===== src/rtl/c499_scrub_ctrl.sv =====
// c499_scrub_ctrl: walks DEPTH memory words through an external c499 corrector and writes back changed words.
module c499_scrub_ctrl #(
  parameter int ADDR_W = 8,
  parameter int DEPTH  = 256,
  parameter int CNT_W  = 16
) (
  input  logic              clk,
  input  logic              rst,
  input  logic              start,
  input  logic              abort,
  output logic              busy,
  output logic              done,
  output logic              mem_req,
  output logic              mem_we,
  output logic [ADDR_W-1:0] mem_addr,
  output logic [31:0]       mem_wdata,
  input  logic [31:0]       mem_rdata,
  input  logic [7:0]        mem_rcheck,
  input  logic              mem_ack,
  output logic [31:0]       ecc_din,
  output logic [7:0]        ecc_chk,
  output logic              ecc_en,
  input  logic [31:0]       ecc_dout,
  output logic [CNT_W-1:0]  corr_cnt,
  output logic [ADDR_W-1:0] last_err_addr
);
  localparam logic [2:0] IDLE = 3'd0;
  localparam logic [2:0] RD   = 3'd1;
  localparam logic [2:0] EVAL = 3'd2;
  localparam logic [2:0] WR   = 3'd3;
  localparam logic [2:0] NEXT = 3'd4;
  localparam logic [2:0] DONE = 3'd5;
  logic [2:0]        state, state_n;
  logic [ADDR_W-1:0] addr;
  logic [31:0]       word_q, fix_q;
  logic [7:0]        chk_q;
  logic              abort_q;
  logic              last_word, changed;
  assign last_word = addr == ADDR_W'(DEPTH - 1);
  assign changed   = ecc_dout != word_q;
  assign ecc_en    = state == EVAL;
  assign ecc_din   = ecc_en ? word_q : '0;
  assign ecc_chk   = ecc_en ? chk_q : '0;
  assign mem_addr  = addr;
  assign mem_wdata = fix_q;
  always_comb begin
    state_n = IDLE;
    case (state)
      IDLE:    state_n = start ? RD : IDLE;
      RD:      state_n = mem_ack ? EVAL : RD;
      EVAL:    state_n = changed ? WR : NEXT;
      WR:      state_n = mem_ack ? NEXT : WR;
      NEXT:    state_n = (last_word || abort_q) ? DONE : RD;
      default: state_n = IDLE;
    endcase
  end
  // Handshake outputs are registered from the next state so they rise with the state change.
  always_ff @(posedge clk or posedge rst) begin
    if (rst) begin
      state         <= IDLE;
      busy          <= 1'b0;
      done          <= 1'b0;
      mem_req       <= 1'b0;
      mem_we        <= 1'b0;
      addr          <= '0;
      word_q        <= '0;
      chk_q         <= '0;
      fix_q         <= '0;
      abort_q       <= 1'b0;
      corr_cnt      <= '0;
      last_err_addr <= '0;
    end else begin
      state   <= state_n;
      busy    <= state_n != IDLE;
      done    <= state_n == DONE;
      mem_req <= state_n == RD || state_n == WR;
      mem_we  <= state_n == WR;
      abort_q <= (state_n == IDLE) ? 1'b0 : abort_q | ((state != IDLE) & abort);
      if (state == IDLE && start) begin
        corr_cnt      <= '0;
        last_err_addr <= '0;
        addr          <= '0;
      end
      if (state == RD && mem_ack) begin
        word_q <= mem_rdata;
        chk_q  <= mem_rcheck;
      end
      if (state == EVAL) begin
        fix_q <= ecc_dout;
        if (changed) begin
          corr_cnt      <= (&corr_cnt) ? corr_cnt : corr_cnt + 1'b1;
          last_err_addr <= addr;
        end
      end
      if (state == NEXT && !last_word && !abort_q) addr <= addr + 1'b1;
    end
  end
endmodule


===== config.mk =====
export PLATFORM = sky130hd
export DESIGN_NAME = c499_scrub_ctrl
export DESIGN_NICKNAME = d
export VERILOG_FILES = /design/src/rtl/c499_scrub_ctrl.sv
export SDC_FILE = /design/constraint.sdc
export NUM_CORES = 1
export LEC_CHECK = 0
export ABC_AREA = 1
export CORE_ASPECT_RATIO = 1.5
export CORE_MARGIN = 2
export CORE_UTILIZATION = 31
export CTS_CLUSTER_SIZE = 12
export DETAILED_ROUTE_END_ITERATION = 8
export RECOVER_POWER = 50
export SETUP_SLACK_MARGIN = 0.15
export SYNTH_ARGS = -nofsm -noshare
export SYNTH_HDL_FRONTEND = slang
export SYNTH_SLANG_ARGS = --single-unit

===== constraint.sdc =====
create_clock -name clk -period 3.37 [get_ports clk]
set_input_delay 0.5055 -clock clk [delete_from_list [all_inputs] [get_ports clk]]
set_output_delay 0.5055 -clock clk [all_outputs]
set_load 0.1 [all_outputs]

==> flow_metrics.env, run 1 <==
# physical design summary
export IMPL_post_place_cells=1100
export IMPL_synth_logic_top_family="simple AND/OR/NAND/NOR gates"
export IMPL_lay_top_cells="nand2_1, clkdlybuf4s50_1, dfrtp_1, nor2_1, inv_1"
export IMPL_syn2layout_area_growth_pct=47.6
export IMPL_warnings=28
export IMPL_power_leader="combinational cells"
export IMPL_critPathMaxStageDelay_ns=0.46
export IMPL_post_cts_buffers=0
export IMPL_seq_power_share=0.251
export IMPL_io_pins=186
export IMPL_ys_ff=112
export IMPL_outcome="finished with violations"
export IMPL_numCtsBuffers=9
export IMPL_gp_congestion=0.879
export IMPL_wl_met2_um=8500
export IMPL_n_all_inverters=82
export IMPL_drive_gt1_frac=0.115
export IMPL_total_power_uw=8630
export IMPL_violations="max-capacitance violations, max-slew violations"
export IMPL_critPathKind="reg2out"
export IMPL_flop_count=112
export IMPL_comb_share=0.286
export IMPL_simple_gate_share=0.274
export IMPL_edf_count=0
export IMPL_core_rowCount=60
export IMPL_hp_start="mem_wdata[30]"
export IMPL_drv_cap=1
export IMPL_syn_area_um2=5650
export IMPL_worstHoldPathCells=2
export IMPL_via_count=5037
export IMPL_dp_hpwl_um=11300
export IMPL_drv_slew=113
export IMPL_skew_ns=0.00857
export IMPL_top_cells_by_count="nand2_1, dfrtp_1, nor2_1"
export IMPL_antenna_found_initial=0
export IMPL_rrSetupSlack_ns=1.04
export IMPL_slowest_stage="dfrtp_1"
export IMPL_clkbuf_count=10
export IMPL_top_layer="met4"
export IMPL_hold_viol_final=0
export IMPL_switching_power_uw=4820
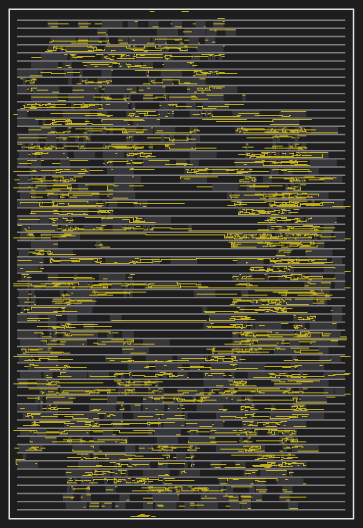
Figure 1: run 1, signal wires on met1.
Scale: 3 px per um. Supply wires on this layer in grey. Cells faint in the background.
The longest straight run is 47.8 um. 844 nets have wire on it.

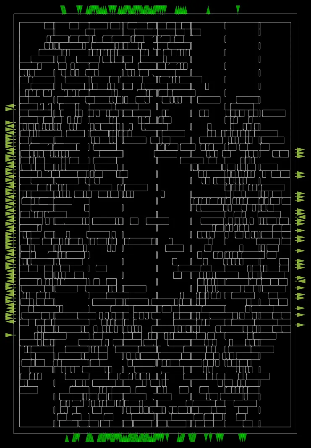
Figure 2: run 1, placement view.
Finished Core Util: 0.467
CORE AREA: 17900 um2

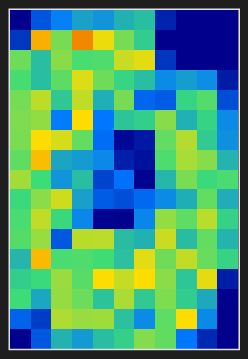
Figure 3: run 1, cell area per tile.
Scale: 2 px per um. 11 x 17 tiles, from dark blue (low) to red (high), 0 to 100% covered.
10% of the tiles are nearly empty. The fullest tile reaches 85%. The mean over all tiles is 42%. The emptiest ninth of the die: upper right. 2.1% of the tiles are over 75% full.
initial core utilization: 0.316

Figure 4. Cells by drive strength (run 1).
Scale: 2 px per um.
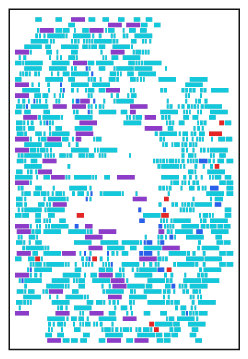

==> run 2, diff against run 1 <==
--- a/config.mk
+++ b/config.mk
@@ -6,9 +6,10 @@
 export NUM_CORES = 1
 export LEC_CHECK = 0
 export ABC_AREA = 1
+export ABC_CLOCK_PERIOD_IN_PS = 3370
 export CORE_ASPECT_RATIO = 1.5
 export CORE_MARGIN = 2
-export CORE_UTILIZATION = 31
+export CORE_UTILIZATION = 25
 export CTS_CLUSTER_SIZE = 12
 export DETAILED_ROUTE_END_ITERATION = 8
 export RECOVER_POWER = 50
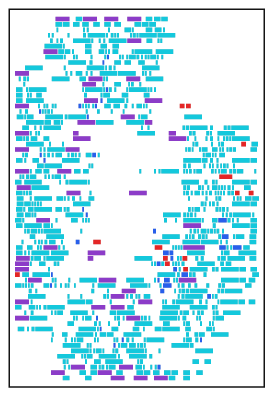
Figure 5: run 2, cells by drive strength.
Scale: 2 px per um.
x1 and smaller: marked cyan, cells 796, most used nand2_1. x3 and x4: marked red, cells 13, most used buf_4. x6 and larger: marked purple, cells 55, most used buf_12. x2: marked blue, cells 38, most used inv_2.
post-route cell area: 8420 um2
Signal buffers: 193

==> flow_metrics.env, run 2 <==
# physical design summary
export IMPL_comb_share=0.284
export IMPL_warnings=26
export IMPL_hp_start="mem_wdata[4]"
export IMPL_wl_met2_um=8770
export IMPL_worstHoldPathCells=2
export IMPL_simple_gate_share=0.274
export IMPL_top_cell_area_share=0.496
export IMPL_gp_congestion=0.894
export IMPL_drv_slew=0
export IMPL_critPathMaxStageDelay_ns=0.45
export IMPL_postSynthAreaPerCell_um2=7.81
export IMPL_syn_area_um2=5650
export IMPL_drv_cap=0
export IMPL_utilization=0.378
export IMPL_initial_utilization=0.253
export IMPL_edf_count=0
export IMPL_critPathKind="reg2out"
export IMPL_seq_power_share=0.250
export IMPL_power_leader="combinational cells"
export IMPL_antenna_found_initial=0
export IMPL_top_cells_by_count="nand2_1, dfrtp_1, nor2_1"
export IMPL_post_cts_buffers=0
export IMPL_top_layer="met4"
export IMPL_nets=976
export IMPL_hold_viol_final=0
export IMPL_synth_logic_top_family="simple AND/OR/NAND/NOR gates"
export IMPL_skew_ns=0.0121
export IMPL_ys_chip_area_um2=5650
export IMPL_post_place_cells=1162
export IMPL_core_rowCount=67
export IMPL_outcome="completed"
export IMPL_flop_count=112
export IMPL_syn2layout_area_growth_pct=49.0
export IMPL_via_count=5081
export IMPL_slowest_stage="dfrtp_1"
export IMPL_design_core_area_um2=22300
export IMPL_internal_power_uw=3840
export IMPL_lay_top_cells="nand2_1, clkdlybuf4s50_1, dfrtp_1, nor2_1, inv_1"
export IMPL_total_power_uw=8680
export IMPL_rrSetupSlack_ns=1.01
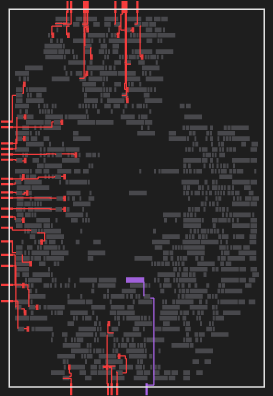
Figure 6: run 2, nets reached from selected ports.
Scale: 2 px per um.
`mem_req`: marked purple, bits 1, direction output, end cells 1, buffers 1, wire 56.4 um. `mem_rdata`: marked red, bits 32, direction input, end cells 32, buffers 32, wire 654 um.
num ports: 186
port bufs: 185

